`config.mk`:
```
export PLATFORM = sky130hd
export DESIGN_NAME = softusb_rx_destuff_flat
export DESIGN_NICKNAME = d
export VERILOG_FILES = /design/src/rtl/softusb_rx_destuff_pkg.sv /design/src/rtl/softusb_rx_destuff_if.sv /design/src/rtl/softusb_rx_nrzi.sv /design/src/rtl/softusb_rx_destuff.sv /design/src/flat_wrapper.sv
export SDC_FILE = /design/constraint.sdc
export NUM_CORES = 1
export LEC_CHECK = 0
export CORE_AREA = 3 3 48 72
export CTS_BUF_LIST = sky130_fd_sc_hd__clkbuf_8
export DETAILED_ROUTE_END_ITERATION = 12
export DIE_AREA = 0 0 51 75
export HOLD_SLACK_MARGIN = 0.02
export PLACE_DENSITY = 0.93
export RECOVER_POWER = 50
export SLEW_MARGIN = 20
export SYNTH_ARGS = -nofsm -noshare
export SYNTH_HDL_FRONTEND = slang
export SYNTH_SLANG_ARGS = --single-unit
```
`constraint.sdc`:
```
create_clock -name usb_clk -period 3.55 [get_ports usb_clk]
set_input_delay 0.71 -clock usb_clk [delete_from_list [all_inputs] [get_ports usb_clk]]
set_output_delay 0.71 -clock usb_clk [all_outputs]
set_load 0.02 [all_outputs]
```
`src/rtl/softusb_rx_destuff_pkg.sv`:
```
// Shared types and constants for the soft USB receive path: FSM encoding,
// default bit-stuff run length and the NRZI decode rule.
package softusb_rx_destuff_pkg;

    typedef enum logic [2:0] {
        ST_IDLE = 3'd0,
        ST_SYNC = 3'd1,
        ST_DATA = 3'd2,
        ST_EOP  = 3'd3,
        ST_ERR  = 3'd4
    } rx_state_t;

    localparam int STUFF_LEN_DEFAULT = 6;

    // A SYNC is accepted once at least this many decoded zeros precede its final one.
    localparam logic [2:0] SYNC_MIN_ZEROS = 3'd5;
    localparam logic [2:0] ZERO_CNT_MAX   = 3'd7;

    // NRZI: no line transition decodes to 1, a transition decodes to 0.
    function automatic logic nrzi_decode(input logic cur_j, input logic prev_j);
        return ~(cur_j ^ prev_j);
    endfunction

endpackage

```
`src/rtl/softusb_rx_destuff_if.sv`:
```
// Sample-in / decoded-bit-and-byte-out bundle between the line sampler,
// the de-stuffer and the downstream CRC/packet logic.
interface softusb_rx_destuff_if;

    logic       rx_en;
    logic       rx_valid;
    logic       rx_j;
    logic       rx_se0;

    logic       bit_data;
    logic       bit_ce;
    logic       crc_reset;
    logic [7:0] byte_data;
    logic       byte_strobe;
    logic       pkt_active;
    logic       pkt_end;
    logic       err_stuff;
    logic       err_align;

    modport master (
        output rx_en, rx_valid, rx_j, rx_se0,
        input  bit_data, bit_ce, crc_reset, byte_data, byte_strobe,
               pkt_active, pkt_end, err_stuff, err_align
    );

    modport slave (
        input  rx_en, rx_valid, rx_j, rx_se0,
        output bit_data, bit_ce, crc_reset, byte_data, byte_strobe,
               pkt_active, pkt_end, err_stuff, err_align
    );

endinterface

```
`src/rtl/softusb_rx_nrzi.sv`:
```
// NRZI decoder with line-state history plus the consecutive-ones counter
// that flags when the next data sample is a stuffed bit.
module softusb_rx_nrzi
    import softusb_rx_destuff_pkg::*;
#(
    parameter int STUFF_LEN = STUFF_LEN_DEFAULT
) (
    input  logic clk,
    input  logic rst_n,
    input  logic rx_en,
    input  logic rx_valid,
    input  logic rx_j,
    input  logic rx_se0,
    input  logic cnt_clear,
    input  logic cnt_en,
    output logic dec_bit,
    output logic stuff_due
);

    localparam int CW = $clog2(STUFF_LEN + 1);

    logic          prev_j;
    logic [CW-1:0] ones_cnt;

    assign dec_bit   = nrzi_decode(rx_j, prev_j);
    assign stuff_due = (ones_cnt == CW'(STUFF_LEN));

    // SE0 carries no J/K information, so it leaves the history untouched.
    always_ff @(posedge clk or negedge rst_n) begin
        if (!rst_n) begin
            prev_j   <= 1'b1;
            ones_cnt <= '0;
        end else if (!rx_en) begin
            prev_j   <= 1'b1;
            ones_cnt <= '0;
        end else begin
            if (rx_valid && !rx_se0)
                prev_j <= rx_j;
            if (cnt_clear)
                ones_cnt <= '0;
            else if (cnt_en) begin
                if (!dec_bit)
                    ones_cnt <= '0;
                else if (!stuff_due)
                    ones_cnt <= ones_cnt + CW'(1);
            end
        end
    end

endmodule

```
`src/rtl/softusb_rx_destuff.sv`:
```
// Receive framer: SYNC detection, bit de-stuffing, byte assembly, PID-skipping
// CRC strobe generation and EOP/error handling, all outputs registered.
module softusb_rx_destuff
    import softusb_rx_destuff_pkg::*;
#(
    parameter int STUFF_LEN = STUFF_LEN_DEFAULT
) (
    input  logic                 usb_clk,
    input  logic                 usb_rst_n,
    softusb_rx_destuff_if.slave  bus
);

    rx_state_t  state;
    logic [2:0] zero_cnt;
    logic [2:0] bit_cnt;
    logic       in_pid;
    logic       seen_se0;

    logic       bit_data_r;
    logic       bit_ce_r;
    logic       crc_reset_r;
    logic [7:0] byte_data_r;
    logic       byte_strobe_r;
    logic       pkt_active_r;
    logic       pkt_end_r;
    logic       err_stuff_r;
    logic       err_align_r;

    logic       dec_bit;
    logic       stuff_due;
    logic       cnt_clear;
    logic       cnt_en;

    assign cnt_clear = (state != ST_DATA);
    assign cnt_en    = (state == ST_DATA) && bus.rx_valid && !bus.rx_se0;

    softusb_rx_nrzi #(.STUFF_LEN(STUFF_LEN)) u_nrzi (
        .clk       (usb_clk),
        .rst_n     (usb_rst_n),
        .rx_en     (bus.rx_en),
        .rx_valid  (bus.rx_valid),
        .rx_j      (bus.rx_j),
        .rx_se0    (bus.rx_se0),
        .cnt_clear (cnt_clear),
        .cnt_en    (cnt_en),
        .dec_bit   (dec_bit),
        .stuff_due (stuff_due)
    );

    // Strobes default low every cycle; SE0 is tested before the stuff check so EOP wins.
    always_ff @(posedge usb_clk or negedge usb_rst_n) begin
        if (!usb_rst_n) begin
            state         <= ST_IDLE;
            zero_cnt      <= '0;
            bit_cnt       <= '0;
            in_pid        <= 1'b0;
            seen_se0      <= 1'b0;
            bit_data_r    <= 1'b0;
            bit_ce_r      <= 1'b0;
            crc_reset_r   <= 1'b0;
            byte_data_r   <= '0;
            byte_strobe_r <= 1'b0;
            pkt_active_r  <= 1'b0;
            pkt_end_r     <= 1'b0;
            err_stuff_r   <= 1'b0;
            err_align_r   <= 1'b0;
        end else begin
            bit_ce_r      <= 1'b0;
            crc_reset_r   <= 1'b0;
            byte_strobe_r <= 1'b0;
            pkt_end_r     <= 1'b0;
            err_stuff_r   <= 1'b0;
            err_align_r   <= 1'b0;

            if (!bus.rx_en) begin
                state        <= ST_IDLE;
                zero_cnt     <= '0;
                bit_cnt      <= '0;
                in_pid       <= 1'b0;
                seen_se0     <= 1'b0;
                bit_data_r   <= 1'b0;
                byte_data_r  <= '0;
                pkt_active_r <= 1'b0;
            end else if (bus.rx_valid) begin
                case (state)
                    ST_IDLE: begin
                        if (!bus.rx_se0 && !dec_bit) begin
                            state    <= ST_SYNC;
                            zero_cnt <= 3'd1;
                        end
                    end
                    ST_SYNC: begin
                        if (bus.rx_se0)
                            state <= ST_IDLE;
                        else if (!dec_bit) begin
                            if (zero_cnt != ZERO_CNT_MAX)
                                zero_cnt <= zero_cnt + 3'd1;
                        end else if (zero_cnt >= SYNC_MIN_ZEROS) begin
                            state        <= ST_DATA;
                            crc_reset_r  <= 1'b1;
                            bit_cnt      <= '0;
                            in_pid       <= 1'b1;
                            pkt_active_r <= 1'b1;
                        end else
                            state <= ST_IDLE;
                    end
                    ST_DATA: begin
                        if (bus.rx_se0)
                            state <= ST_EOP;
                        else if (stuff_due) begin
                            if (dec_bit) begin
                                err_stuff_r  <= 1'b1;
                                pkt_active_r <= 1'b0;
                                seen_se0     <= 1'b0;
                                state        <= ST_ERR;
                            end
                        end else begin
                            byte_data_r <= {dec_bit, byte_data_r[7:1]};
                            bit_data_r  <= dec_bit;
                            bit_ce_r    <= !in_pid;
                            bit_cnt     <= bit_cnt + 3'd1;
                            if (bit_cnt == 3'd7) begin
                                byte_strobe_r <= 1'b1;
                                in_pid        <= 1'b0;
                            end
                        end
                    end
                    ST_EOP: begin
                        if (!bus.rx_se0) begin
                            pkt_active_r <= 1'b0;
                            if (bus.rx_j) begin
                                pkt_end_r   <= 1'b1;
                                err_align_r <= (bit_cnt != 3'd0);
                                state       <= ST_IDLE;
                            end else begin
                                seen_se0 <= 1'b0;
                                state    <= ST_ERR;
                            end
                        end
                    end
                    ST_ERR: begin
                        if (bus.rx_se0)
                            seen_se0 <= 1'b1;
                        else if (seen_se0 && bus.rx_j)
                            state <= ST_IDLE;
                        else
                            seen_se0 <= 1'b0;
                    end
                    default: state <= ST_IDLE;
                endcase
            end
        end
    end

    assign bus.bit_data    = bit_data_r;
    assign bus.bit_ce      = bit_ce_r;
    assign bus.crc_reset   = crc_reset_r;
    assign bus.byte_data   = byte_data_r;
    assign bus.byte_strobe = byte_strobe_r;
    assign bus.pkt_active  = pkt_active_r;
    assign bus.pkt_end     = pkt_end_r;
    assign bus.err_stuff   = err_stuff_r;
    assign bus.err_align   = err_align_r;

endmodule

```
`src/flat_wrapper.sv`:
```
// flat-port wrapper written by rule: the top's interface ports become plain ports
module softusb_rx_destuff_flat import softusb_rx_destuff_pkg::*;
#(
    parameter int STUFF_LEN = STUFF_LEN_DEFAULT
)
  (usb_clk, usb_rst_n, bus_rx_en, bus_rx_valid, bus_rx_j, bus_rx_se0, bus_bit_data, bus_bit_ce, bus_crc_reset, bus_byte_data, bus_byte_strobe, bus_pkt_active, bus_pkt_end, bus_err_stuff, bus_err_align);
  softusb_rx_destuff_if bus_i ();
  input  logic usb_clk;
  input  logic usb_rst_n;
  input wire logic [$bits(bus_i.rx_en)-1:0] bus_rx_en;
  input wire logic [$bits(bus_i.rx_valid)-1:0] bus_rx_valid;
  input wire logic [$bits(bus_i.rx_j)-1:0] bus_rx_j;
  input wire logic [$bits(bus_i.rx_se0)-1:0] bus_rx_se0;
  output wire logic [$bits(bus_i.bit_data)-1:0] bus_bit_data;
  output wire logic [$bits(bus_i.bit_ce)-1:0] bus_bit_ce;
  output wire logic [$bits(bus_i.crc_reset)-1:0] bus_crc_reset;
  output wire logic [$bits(bus_i.byte_data)-1:0] bus_byte_data;
  output wire logic [$bits(bus_i.byte_strobe)-1:0] bus_byte_strobe;
  output wire logic [$bits(bus_i.pkt_active)-1:0] bus_pkt_active;
  output wire logic [$bits(bus_i.pkt_end)-1:0] bus_pkt_end;
  output wire logic [$bits(bus_i.err_stuff)-1:0] bus_err_stuff;
  output wire logic [$bits(bus_i.err_align)-1:0] bus_err_align;
  assign bus_i.rx_en = bus_rx_en;
  assign bus_i.rx_valid = bus_rx_valid;
  assign bus_i.rx_j = bus_rx_j;
  assign bus_i.rx_se0 = bus_rx_se0;
  assign bus_bit_data = bus_i.bit_data;
  assign bus_bit_ce = bus_i.bit_ce;
  assign bus_crc_reset = bus_i.crc_reset;
  assign bus_byte_data = bus_i.byte_data;
  assign bus_byte_strobe = bus_i.byte_strobe;
  assign bus_pkt_active = bus_i.pkt_active;
  assign bus_pkt_end = bus_i.pkt_end;
  assign bus_err_stuff = bus_i.err_stuff;
  assign bus_err_align = bus_i.err_align;
  softusb_rx_destuff #(.STUFF_LEN(STUFF_LEN)) u_core (.usb_clk(usb_clk), .usb_rst_n(usb_rst_n), .bus(bus_i));
endmodule
```
Fig. 1: gate families picked out
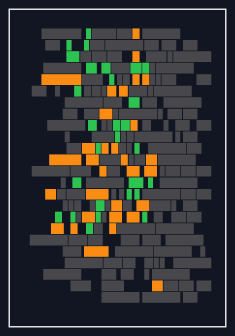
| colour | family | cells |
|---|---|---|
| green | NAND gates | 28 |
| orange | inverting AOI/OAI gates | 31 |

Fig. 2: cell placement
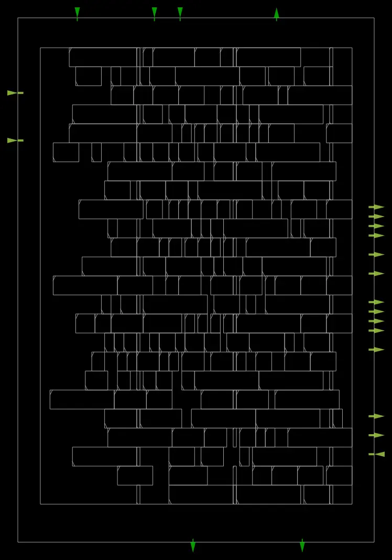
fillcell total: 217
site row count: 24

Fig. 3: placement by cell class
Bar = 20 microns.
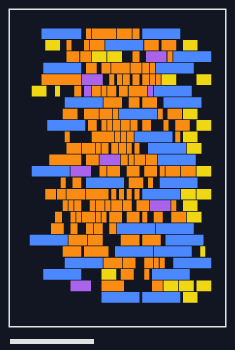
| colour | class | cells |
|---|---|---|
| yellow | other buffers and delay cells | 23 |
| blue | flops | 30 |
| purple | clock drivers and dummy loads | 8 |
| orange | all other logic | 131 |

Fig. 4: signal wires on met2
Cells faint in the background.
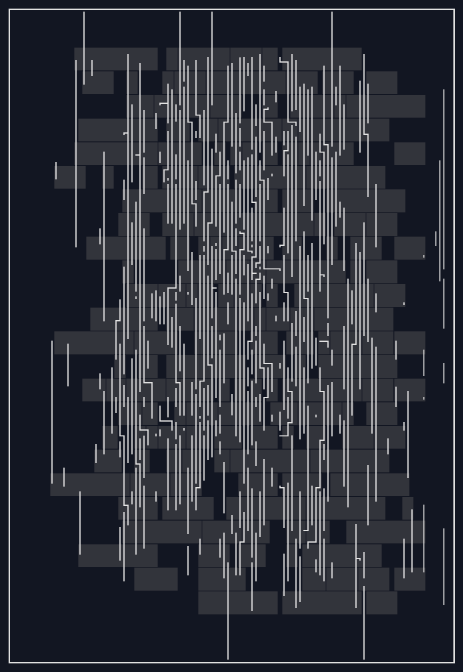
main direction: vertical
nets with wire on the layer: 181
via count of the routed design: 1411
met2 Usage GRT: 0.390
total wire length: 3.88 mm

Fig. 5: clock distribution
Bar = 20 microns.
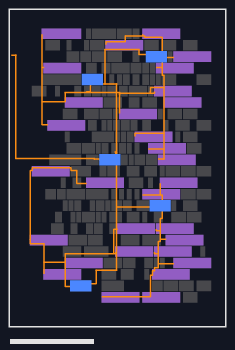
[blue] cells driving clock nets | count: 5
[purple] flip-flops | count: 30
[orange] clock wires | length: 414 microns
routed clock nets: 6

==> summary.txt <==
Notes on the flow outputs.

- The final-report max-slew violation count reads 31.
- The arrival time at the worst endpoint reads roughly 2900 ps.
- The largest buffer count on any clock path reads 2.
- The starting DRC count in detailed routing reads ~68.
- The storage element area is 752 sq um.
- Entering global routing, the biggest net connects 31 pins.
- The flow ran to the end, but the final reports show violations.
- The antenna diode count reads 0.
- The area fraction in full adders, half adders and majority gates reads 0.0576.
- The biggest power consumer among the groups reads registers.
- The number of placed instances, taps included, is roughly 220.
- The number of hold-repair buffers added at the cts stage reads 0.
- The pin closest to its max-slew limit shows a slew of between 1500 and 2000 ps.
- The initial antenna violation count is 0.
- The growth of design area from synthesis to finish is 17.1%.
- The met1 layer wirelength in the final routing reads 1.44 mm.
- The clock tree root buffer cell is clkbuf_8.
- The total setup violations reported at the end of the flow reads 0.
- The clock buffer count in the final layout reads 6.
- The worst reg2reg path depth reads 5.
- The checks that failed: capacitance limit, slew limit.
- The fraction of area in non-clock buffers reads 0.107.
- The Yosys chip area reads 1740 sq um.
- The design internal power is about 0.57 mW.
- The family with the most delay on the worst path reads buffers and inverters.
- The share of cells above drive strength 1 reads 0.0990.
- The number of different library cells in the post-synthesis netlist reads around 47.
- The number of nets at floorplan reads roughly 190.
- For reference, the critical path cell chain is clkdlybuf4s50_1, clkbuf_1, nand2b_1, a21oi_2, nand3_2, mux2i_1, nor2_1.
- The vertical die dimension reads ~75 microns.
- Per the final timing report, the hold violations number 0.
- The number of maximum-capacitance violations is 1.
- The number of buffers inserted by port buffering reads 21.
- The worst path meets setup with a little under 800 ps of slack.
- The routability congestion estimate is 0.881.
- The residual overflow from global routing is 0.
- The async set-or-reset flop fraction in the synthesized netlist reads 1.00.
- The combinational group power is around 0.16 mW.
- The number of post-CTS setup repair buffers is 0.
- The overall track demand over capacity in global routing reads 0.220.
- The number of synthesized flops with an enable pin reads 0.
- The switching portion of total power reads 0.309.
- The core utilization at floorplan reads 0.597.
- The clock network consumes a total of about 0.28 mW.
- The clock transition time at the flip-flop clock pins of the worst setup and hold paths reads around 60 ps.
- The worst setup path startpoint reads bus_rx_se0.
- The sum of negative setup slack reads 0 ps.
- Looking at the area split, the leading class of cells is logic gates.
- The total sequential power reads roughly 0.38 mW.
- The library cells used most frequently in the layout, excluding fill and tap cells, are dfrtp_1 (29), nor2_1 (18), inv_1 (13), nand2_1 (13), clkdlybuf4s50_1 (13).
- The peak-usage layer in the global routing report reads met2.
- The synthesized netlist was found by Yosys to have approximately 170 cells.
- The residual DRC count is 0.
- The post-detailed-route count of antenna-violating nets is 0.
- The post-synthesis share of cell area spent on and-or and or-and gates reads 0.185.
- The clock reaches the later pin of the worst-skew pair after 290 ps.
- The share of synthesized area in the top cell type comes to 0.417.
- The nature of the critical path endpoint is a register.
- Per the summary, power density relative to cell area is between 400 and 500 nW/um^2.
- Per the synthesis report, the XOR/XNOR share of the synthesized area is 0.0101.
- The main logic family after synthesis is AND-OR/OR-AND gates.
- Warnings reported by Yosys during synthesis add up to 0.
- The reg-to-reg startpoint is u_core.u_nrzi.prev_j$_DFFE_PN1P_.
- The maximum fanout along the worst path is 17.
- The post-synthesis instance area is 1740 sq um.
- In this design, the stage delay of the slowest critical-path cell is around 610 ps.
- The number of logic inverters in the finished layout is 12.
- The hold path startpoint is u_core.in_pid$_DFFE_PN0P_.
- The TritonCTS clock tree is done.
- Based on the critical path, the design can be clocked at up to roughly 0.36 GHz.
stage by stage:
| stage | total power, mW | hold WS [ps] | area, sq um |
|---|---|---|---|
| final | 0.820 | 482 | 2040 |
| after global routing | 0.856 | 489 | 2040 |
| after CTS | 0.825 | 474 | 2040 |
| after detailed placement | 0.541 | 466 | 1950 |
| after global placement | 0.532 | 445 | 1950 |
| after floorplan | 0.503 | 414 | 1740 |
sequential cells by signal, indices dropped and copies added (netlist names):
name and cells:
u_core.bus.byte_strobe 1, u_core.in_pid 1, u_core.bus.err_stuff 1, u_core.u_nrzi.ones_cnt 3
u_core.bus.byte_data 8, u_core.zero_cnt 3, u_core.bus.bit_ce 1, u_core.state 3
u_core.bus.err_align 1, u_core.bus.crc_reset 1, u_core.bus.pkt_active 1, u_core.bus.pkt_end 1
u_core.bit_cnt 3, u_core.u_nrzi.prev_j 1, u_core.seen_se0 1
worst paths after layout:
kind | end
setup / recovery | u_core.bus.byte_data[1]$_DFFE_PN0P_
hold / removal | u_core.bus.bit_ce$_DFF_PN0_
setup reg to reg | u_core.state[1]$_DFFE_PN0P_
hold reg to reg | u_core.bus.bit_ce$_DFF_PN0_
max in group asynchronous | u_core.bus.byte_data[2]$_DFFE_PN0P_
min in group asynchronous | u_core.bit_cnt[0]$_DFFE_PN0P_
Yosys cell counts (2+ instances only):
library cell and count:
a21o_1 2, a21oi_1 5, a22o_1 2, a31oi_1 2
a32oi_1 2, buf_2 6, buf_4 3, dfrtp_1 29
ha_1 8, inv_1 12, mux2i_1 12, nand2_1 13
nand2b_1 5, nand3_1 5, nand3b_1 3, nor2_1 18
nor2b_1 3, nor3_1 4, nor4_1 2, o21ai_0 5
o2bb2ai_1 3, o311ai_0 2, xnor2_1 2
No activity file was given, so power comes from the tool's default toggle rates.
